<file path="config.mk">
export PLATFORM = sky130hd
export DESIGN_NAME = f2h_axi_burst_writer
export DESIGN_NICKNAME = d
export VERILOG_FILES = /design/src/rtl/f2h_axi_pkg.sv /design/src/rtl/f2h_axi_burst_writer_fifo.sv /design/src/rtl/f2h_axi_burst_writer.sv
export SDC_FILE = /design/constraint.sdc
export NUM_CORES = 1
export LEC_CHECK = 0
export ABC_AREA = 1
export CAP_MARGIN = 5
export CORE_MARGIN = 2
export CORE_UTILIZATION = 55
export CTS_CLUSTER_SIZE = 16
export DETAILED_ROUTE_END_ITERATION = 16
export GPL_ROUTABILITY_DRIVEN = 0
export PLACE_DENSITY = 0.76
export SYNTH_ARGS = -nofsm -noshare
export SYNTH_HDL_FRONTEND = slang
export SYNTH_SLANG_ARGS = --single-unit
</file>
<file path="constraint.sdc">
create_clock -name clk_clk -period 4.25 [get_ports clk_clk]
set_clock_uncertainty 0.1 [all_clocks]
set_input_delay 0.425 -clock clk_clk [delete_from_list [all_inputs] [get_ports clk_clk]]
set_output_delay 0.425 -clock clk_clk [all_outputs]
set_load 0.02 [all_outputs]
</file>
<file path="src/rtl/f2h_axi_pkg.sv">
// Shared constants and FSM state type for the F2H AXI3 burst writer.
// Imported by the top level and the sample FIFO.
package f2h_axi_pkg;

  localparam logic [1:0] AXI_BURST_INCR  = 2'b01;
  localparam logic [2:0] AXI_SIZE_4B     = 3'b010;
  localparam logic [1:0] AXI_RESP_OKAY   = 2'b00;
  localparam logic [1:0] AXI_RESP_SLVERR = 2'b10;
  localparam logic [1:0] AXI_RESP_DECERR = 2'b11;

  typedef enum logic [2:0] {
    ST_IDLE,
    ST_WAIT,
    ST_ADDR,
    ST_DATA,
    ST_RESP,
    ST_FIN
  } state_t;

endpackage

</file>
<file path="src/rtl/f2h_axi_burst_writer_fifo.sv">
// First-word-fall-through sample FIFO feeding the AXI write data channel.
// Push into a full FIFO or pop from an empty one is ignored.
module sample_fifo
  import f2h_axi_pkg::*;
#(
  parameter  int DEPTH = 32,
  parameter  int W     = 32,
  localparam int AW    = $clog2(DEPTH),
  localparam int CW    = AW + 1
) (
  input  logic          clk,
  input  logic          rst_n,
  input  logic          i_push,
  input  logic          i_pop,
  input  logic [W-1:0]  i_data,
  output logic [W-1:0]  o_data,
  output logic [CW-1:0] o_count,
  output logic          o_full,
  output logic          o_empty
);

  logic [W-1:0]  r_mem [DEPTH];
  logic [AW-1:0] r_wr;
  logic [AW-1:0] r_rd;
  logic [CW-1:0] r_count;
  logic          w_push;
  logic          w_pop;

  assign o_full  = (r_count == CW'(DEPTH));
  assign o_empty = (r_count == '0);
  assign w_push  = i_push && !o_full;
  assign w_pop   = i_pop && !o_empty;
  assign o_data  = r_mem[r_rd];
  assign o_count = r_count;

  always_ff @(posedge clk) begin
    if (w_push) r_mem[r_wr] <= i_data;
  end

  always_ff @(posedge clk or negedge rst_n) begin
    if (!rst_n) begin
      r_wr    <= '0;
      r_rd    <= '0;
      r_count <= '0;
    end else begin
      if (w_push) r_wr <= r_wr + 1'b1;
      if (w_pop)  r_rd <= r_rd + 1'b1;
      unique case ({w_push, w_pop})
        2'b10:   r_count <= r_count + 1'b1;
        2'b01:   r_count <= r_count - 1'b1;
        default: r_count <= r_count;
      endcase
    end
  end

endmodule

</file>
<file path="src/rtl/f2h_axi_burst_writer.sv">
// AXI3 write initiator: streams FIFO-buffered ADC samples into HPS SDRAM
// as INCR bursts through the FPGA-to-HPS bridge, one burst in flight.
module f2h_axi_burst_writer
  import f2h_axi_pkg::*;
#(
  parameter int         BURST_LEN  = 16,
  parameter int         FIFO_DEPTH = 32,
  parameter int         CNT_W      = 20,
  parameter logic [7:0] AXI_ID     = 8'h00,
  parameter logic [3:0] AXI_CACHE  = 4'b0000,
  parameter logic [4:0] AXI_USER   = 5'b00000
) (
  input  logic             clk_clk,
  input  logic             reset_reset_n,
  input  logic             start,
  input  logic [31:0]      base_addr,
  input  logic [CNT_W-1:0] xfer_words,
  output logic             busy,
  output logic             done,
  output logic             err,
  input  logic [31:0]      s_data,
  input  logic             s_valid,
  output logic             s_ready,
  output logic [7:0]       m_awid,
  output logic [31:0]      m_awaddr,
  output logic [3:0]       m_awlen,
  output logic [2:0]       m_awsize,
  output logic [1:0]       m_awburst,
  output logic [1:0]       m_awlock,
  output logic [3:0]       m_awcache,
  output logic [2:0]       m_awprot,
  output logic [4:0]       m_awuser,
  output logic             m_awvalid,
  input  logic             m_awready,
  output logic [7:0]       m_wid,
  output logic [31:0]      m_wdata,
  output logic [3:0]       m_wstrb,
  output logic             m_wlast,
  output logic             m_wvalid,
  input  logic             m_wready,
  input  logic [7:0]       m_bid,
  input  logic [1:0]       m_bresp,
  input  logic             m_bvalid,
  output logic             m_bready
);

  localparam int CW = $clog2(FIFO_DEPTH) + 1;

  state_t           r_state;
  state_t           w_next;
  logic [31:0]      r_addr;
  logic [CNT_W-1:0] r_left;
  logic [CNT_W-1:0] r_xfer;
  logic [CNT_W-1:0] r_accepted;
  logic [4:0]       r_beat;
  logic             r_err;
  logic             r_fifo_ok;

  logic [4:0]       w_blen;
  logic             w_last;
  logic             w_aw;
  logic             w_w;
  logic             w_push;
  logic             w_pop;
  logic [31:0]      w_fifo_data;
  logic [CW-1:0]    w_count;
  logic             w_full;
  logic             w_empty;
  logic             w_unused_bid;

  assign w_unused_bid = &{1'b0, m_bid, w_empty};

  assign w_blen = (r_left >= CNT_W'(BURST_LEN)) ? 5'(BURST_LEN)
                                                : r_left[4:0];
  assign w_last = (r_beat == (w_blen - 5'd1));
  assign w_aw   = (r_state == ST_ADDR);
  assign w_w    = (r_state == ST_DATA);
  assign w_push = s_valid && s_ready;
  assign w_pop  = w_w && m_wready;

  assign busy    = (r_state != ST_IDLE) && (r_state != ST_FIN);
  assign done    = (r_state == ST_FIN);
  assign err     = r_err;
  assign s_ready = busy && !w_full && (r_accepted < r_xfer);

  assign m_awid    = AXI_ID;
  assign m_awaddr  = w_aw ? r_addr : '0;
  assign m_awlen   = w_aw ? 4'(w_blen - 5'd1) : '0;
  assign m_awsize  = w_aw ? AXI_SIZE_4B : '0;
  assign m_awburst = w_aw ? AXI_BURST_INCR : '0;
  assign m_awlock  = '0;
  assign m_awcache = AXI_CACHE;
  assign m_awprot  = '0;
  assign m_awuser  = AXI_USER;
  assign m_awvalid = w_aw;

  assign m_wid    = AXI_ID;
  assign m_wdata  = w_w ? w_fifo_data : '0;
  assign m_wstrb  = w_w ? 4'hF : 4'h0;
  assign m_wlast  = w_w && w_last;
  assign m_wvalid = w_w;
  assign m_bready = (r_state == ST_RESP);

  sample_fifo #(
    .DEPTH (FIFO_DEPTH),
    .W     (32)
  ) u_fifo (
    .clk     (clk_clk),
    .rst_n   (reset_reset_n),
    .i_push  (w_push),
    .i_pop   (w_pop),
    .i_data  (s_data),
    .o_data  (w_fifo_data),
    .o_count (w_count),
    .o_full  (w_full),
    .o_empty (w_empty)
  );

  always_comb begin
    w_next = r_state;
    unique case (r_state)
      ST_IDLE: if (start)
                 w_next = (xfer_words == '0) ? ST_FIN : ST_WAIT;
      ST_WAIT: if (r_fifo_ok) w_next = ST_ADDR;
      ST_ADDR: if (m_awready) w_next = ST_DATA;
      ST_DATA: if (m_wready && w_last) w_next = ST_RESP;
      ST_RESP: if (m_bvalid)
                 w_next = (r_left == CNT_W'(w_blen)) ? ST_FIN
                                                     : ST_WAIT;
      ST_FIN:  w_next = ST_IDLE;
      default: w_next = ST_IDLE;
    endcase
  end

  // Fill check is registered and only armed inside WAIT, so a
  // stale blen from another state can never launch a burst early.
  always_ff @(posedge clk_clk or negedge reset_reset_n) begin
    if (!reset_reset_n) begin
      r_state    <= ST_IDLE;
      r_addr     <= '0;
      r_left     <= '0;
      r_xfer     <= '0;
      r_accepted <= '0;
      r_beat     <= '0;
      r_err      <= 1'b0;
      r_fifo_ok  <= 1'b0;
    end else begin
      r_state   <= w_next;
      r_fifo_ok <= (r_state == ST_WAIT) &&
                   (w_count >= CW'(w_blen));
      if (w_push) r_accepted <= r_accepted + 1'b1;
      if (r_state == ST_IDLE && start) begin
        r_addr     <= {base_addr[31:6], 6'd0};
        r_left     <= xfer_words;
        r_xfer     <= xfer_words;
        r_accepted <= '0;
        r_err      <= 1'b0;
      end
      if (w_pop)          r_beat <= r_beat + 5'd1;
      else if (!w_w)      r_beat <= '0;
      if (r_state == ST_RESP && m_bvalid) begin
        if (m_bresp != AXI_RESP_OKAY) r_err <= 1'b1;
        r_addr <= r_addr + 32'({w_blen, 2'b00});
        r_left <= r_left - CNT_W'(w_blen);
      end
    end
  end

endmodule
</file>
==> results.sh, run 1 <==
# yosys + openroad results
export IMPL_status="finished, final reports clean"
export IMPL_drt_total_wl_um=128000
export IMPL_syn_avg_cell_area_um2=11.8
export IMPL_grt_max_degree=155
export IMPL_crit_end="m_wdata[13]"
export IMPL_hpwl_um=69600
export IMPL_p_seq_w=0.0139
export IMPL_ff_type="edfxtp_1"
export IMPL_cts_root_buf="clkbuf_16"
export IMPL_grt_usage_pct=28.1
export IMPL_hold_end="r_addr[15]"
export IMPL_gr_usage_met2_pct=44.6
export IMPL_layout_top_cell="edfxtp_1"
export IMPL_reg2reg_slack_ns=0.67
export IMPL_cap_violations=0
export IMPL_drive_gt1_share_pct=7.33
export IMPL_dr_pass1_iters=8
export IMPL_whs_ns=0.224
export IMPL_core_area_mm2=0.0865
export IMPL_post_drt_via_cell_ratio=6.15
export IMPL_grt_use_met1_pct=38.9
export IMPL_fin_nets=4336
export IMPL_reg2reg_depth=12
export IMPL_rr_startpoint="r_accepted[7]"
export IMPL_ys_warn_count=0
export IMPL_grt_pass1_wl_um=191000
export IMPL_cp_num_cells=8
export IMPL_power_frac_comb_pct=35.5
export IMPL_wl_per_cell_um=23.6
export IMPL_crit_path_start="u_fifo.r_rd[0]"
export IMPL_syn_area_mm2=0.0479
export IMPL_async_reset_ff_share_pct=10.2
export IMPL_wl_met3_um=12500
export IMPL_power_total_w=0.0364
export IMPL_seq_area_mm2=0.0337
export IMPL_synth_edff_count=1024
export IMPL_min_period_ns=4.21
export IMPL_comb_cells=2486
export IMPL_power_clock_w=0.00961
export IMPL_postCtsResizedCells=3
export IMPL_hold_viol_final=0
export IMPL_fp_util_pct=55.4
export IMPL_met3_usage_pct=4.14
export IMPL_top_power_group="sequential cells"
export IMPL_largest_register_ffs=1024
export IMPL_setup_violations=0
export IMPL_cpMostUsedCell="o21ai_0"
export IMPL_post_synth_top_count_cell="edfxtp_1"
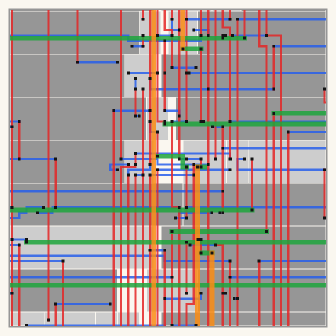
Run 1: layout detail
Region (214, 214) to (234, 234) µm. Cells in gray, sequential cells in the stronger gray; small squares are vias.
[met4] orange
[met2] red
[met1] blue
[met3] green
cells with their middle in the window: 22
netlist names of flops here include: u_fifo.r_mem (12)
most frequent: edfxtp_1 (12), nor2_1 (3), o21ai_0 (3)
sequential cells in the window: 12

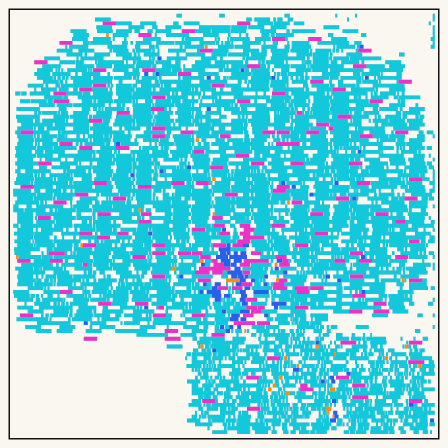
Run 1: cells by drive strength
[drive 1 or less] cyan | cells: 3,968 | share: 93%
[drive 2] orange | cells: 33 | share: 0.77%
[drive 3 to 4] blue | cells: 104 | share: 2.4%
[drive 6 and up] magenta | cells: 177 | share: 4.1%
setup ws final: 0.0449 ns
bufs w/o clock: 272

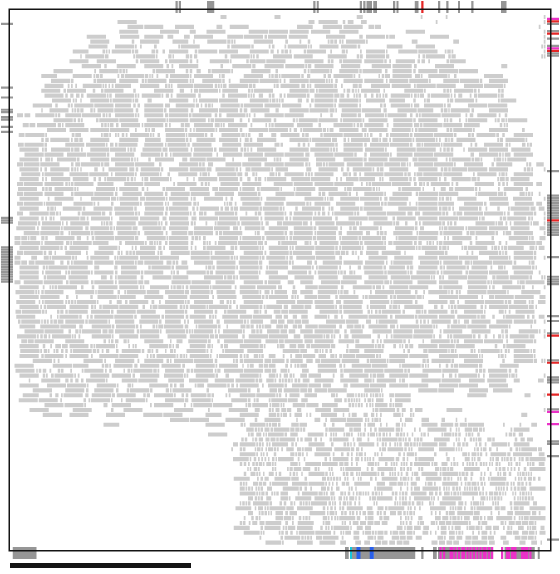
Run 1: I/O pins on the die edge
The bar under the picture is 100 µm long. Pins as bars across the die edge, other pins in gray.
[m_awid] red | pins: 8 | direction: output | edge: 7 right, 1 top
[err] cyan | pins: 1 | direction: output | edge: bottom
[m_wstrb] blue | pins: 4 | direction: output | edge: bottom
[m_awaddr] magenta | pins: 32 | direction: output | edge: 28 bottom, 4 right

==> inputs of run 2 (changes only) <==
==> constraint.sdc (replaced) <==
create_clock -name clk_clk -period 4.25 [get_ports clk_clk]
set_clock_uncertainty 0.1 [all_clocks]
set_input_delay 0.85 -clock clk_clk [delete_from_list [all_inputs] [get_ports clk_clk]]
set_output_delay 0.85 -clock clk_clk [all_outputs]
set_load 0.02 [all_outputs]
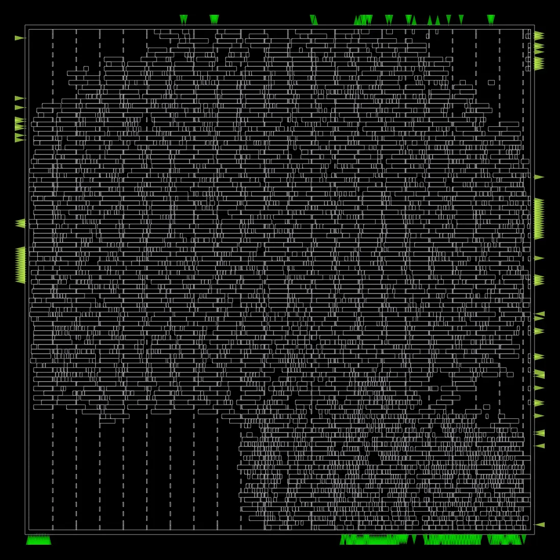
Run 2: cell placement
registers: 1,140
Util after Layout: 64.5%
Filler cells: 6,199

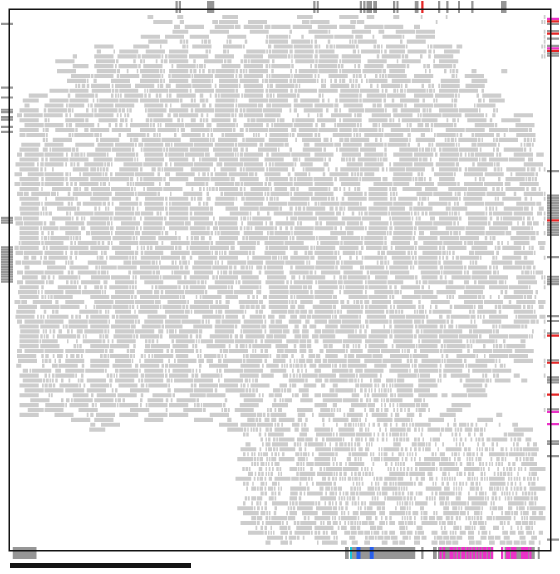
Run 2: I/O pins on the die edge
The bar under the picture is 100 µm long. Pins as bars across the die edge, other pins in gray.
die width: 299 µm
die height: 299 µm
I/O Buffers: 166

==> run 2 against run 1 <==
  * Sequential share of layout area shrank 0.80 points
  * Worst setup slack gained 0.082 ns
  * Final cell count grew 0.48%
  * Critical path depth grew 1
  * Via count grew 1.0%
  * Largest cell class unchanged
  * Highest routed layer unchanged
  * Critical endpoint is now m_wdata[14]
==> results.sh, run 2 <==
# yosys + openroad results
export IMPL_power_frac_comb_pct=36.0
export IMPL_crit_path_start="u_fifo.r_rd[0]"
export IMPL_layout_setup_ws_ns=0.127
export IMPL_grt_use_met1_pct=37.4
export IMPL_reg2reg_slack_ns=0.62
export IMPL_wl_per_cell_um=23.7
export IMPL_grt_max_degree=96
export IMPL_seq_area_mm2=0.0337
export IMPL_p_seq_w=0.0138
export IMPL_cap_violations=0
export IMPL_core_area_mm2=0.0865
export IMPL_yosys_stat_area_mm2=0.0479
export IMPL_layout_top_cell="edfxtp_1"
export IMPL_hpwl_um=71300
export IMPL_rr_startpoint="r_accepted[7]"
export IMPL_drt_total_wl_um=130000
export IMPL_final_area_mm2=0.0558
export IMPL_synth_edff_count=1024
export IMPL_status="finished, final reports clean"
export IMPL_wl_met3_um=13500
export IMPL_ys_warn_count=0
export IMPL_fin_nets=4364
export IMPL_dr_pass1_iters=7
export IMPL_crit_end="m_wdata[14]"
export IMPL_post_drt_via_cell_ratio=6.19
export IMPL_power_total_w=0.0372
export IMPL_cp_num_cells=9
export IMPL_grt_usage_pct=28.6
export IMPL_swShare_pct=37.1
export IMPL_hold_viol_final=0
export IMPL_nonClockBufferCount=301
export IMPL_syn_avg_cell_area_um2=11.8
export IMPL_power_clock_w=0.0100
export IMPL_largest_register_ffs=1024
export IMPL_async_reset_ff_share_pct=10.2
export IMPL_grt_pass1_wl_um=193000
export IMPL_min_period_ns=4.12
export IMPL_drive_gt1_share_pct=8.75
export IMPL_syn_area_mm2=0.0479
export IMPL_post_synth_top_count_cell="edfxtp_1"
export IMPL_postCtsResizedCells=48
export IMPL_cts_root_buf="clkbuf_16"
export IMPL_comb_cells=2486
export IMPL_gr_usage_met2_pct=46.5
export IMPL_leakage_nw=19.5
export IMPL_met3_usage_pct=5.09
export IMPL_setup_violations=0
export IMPL_fp_util_pct=55.4
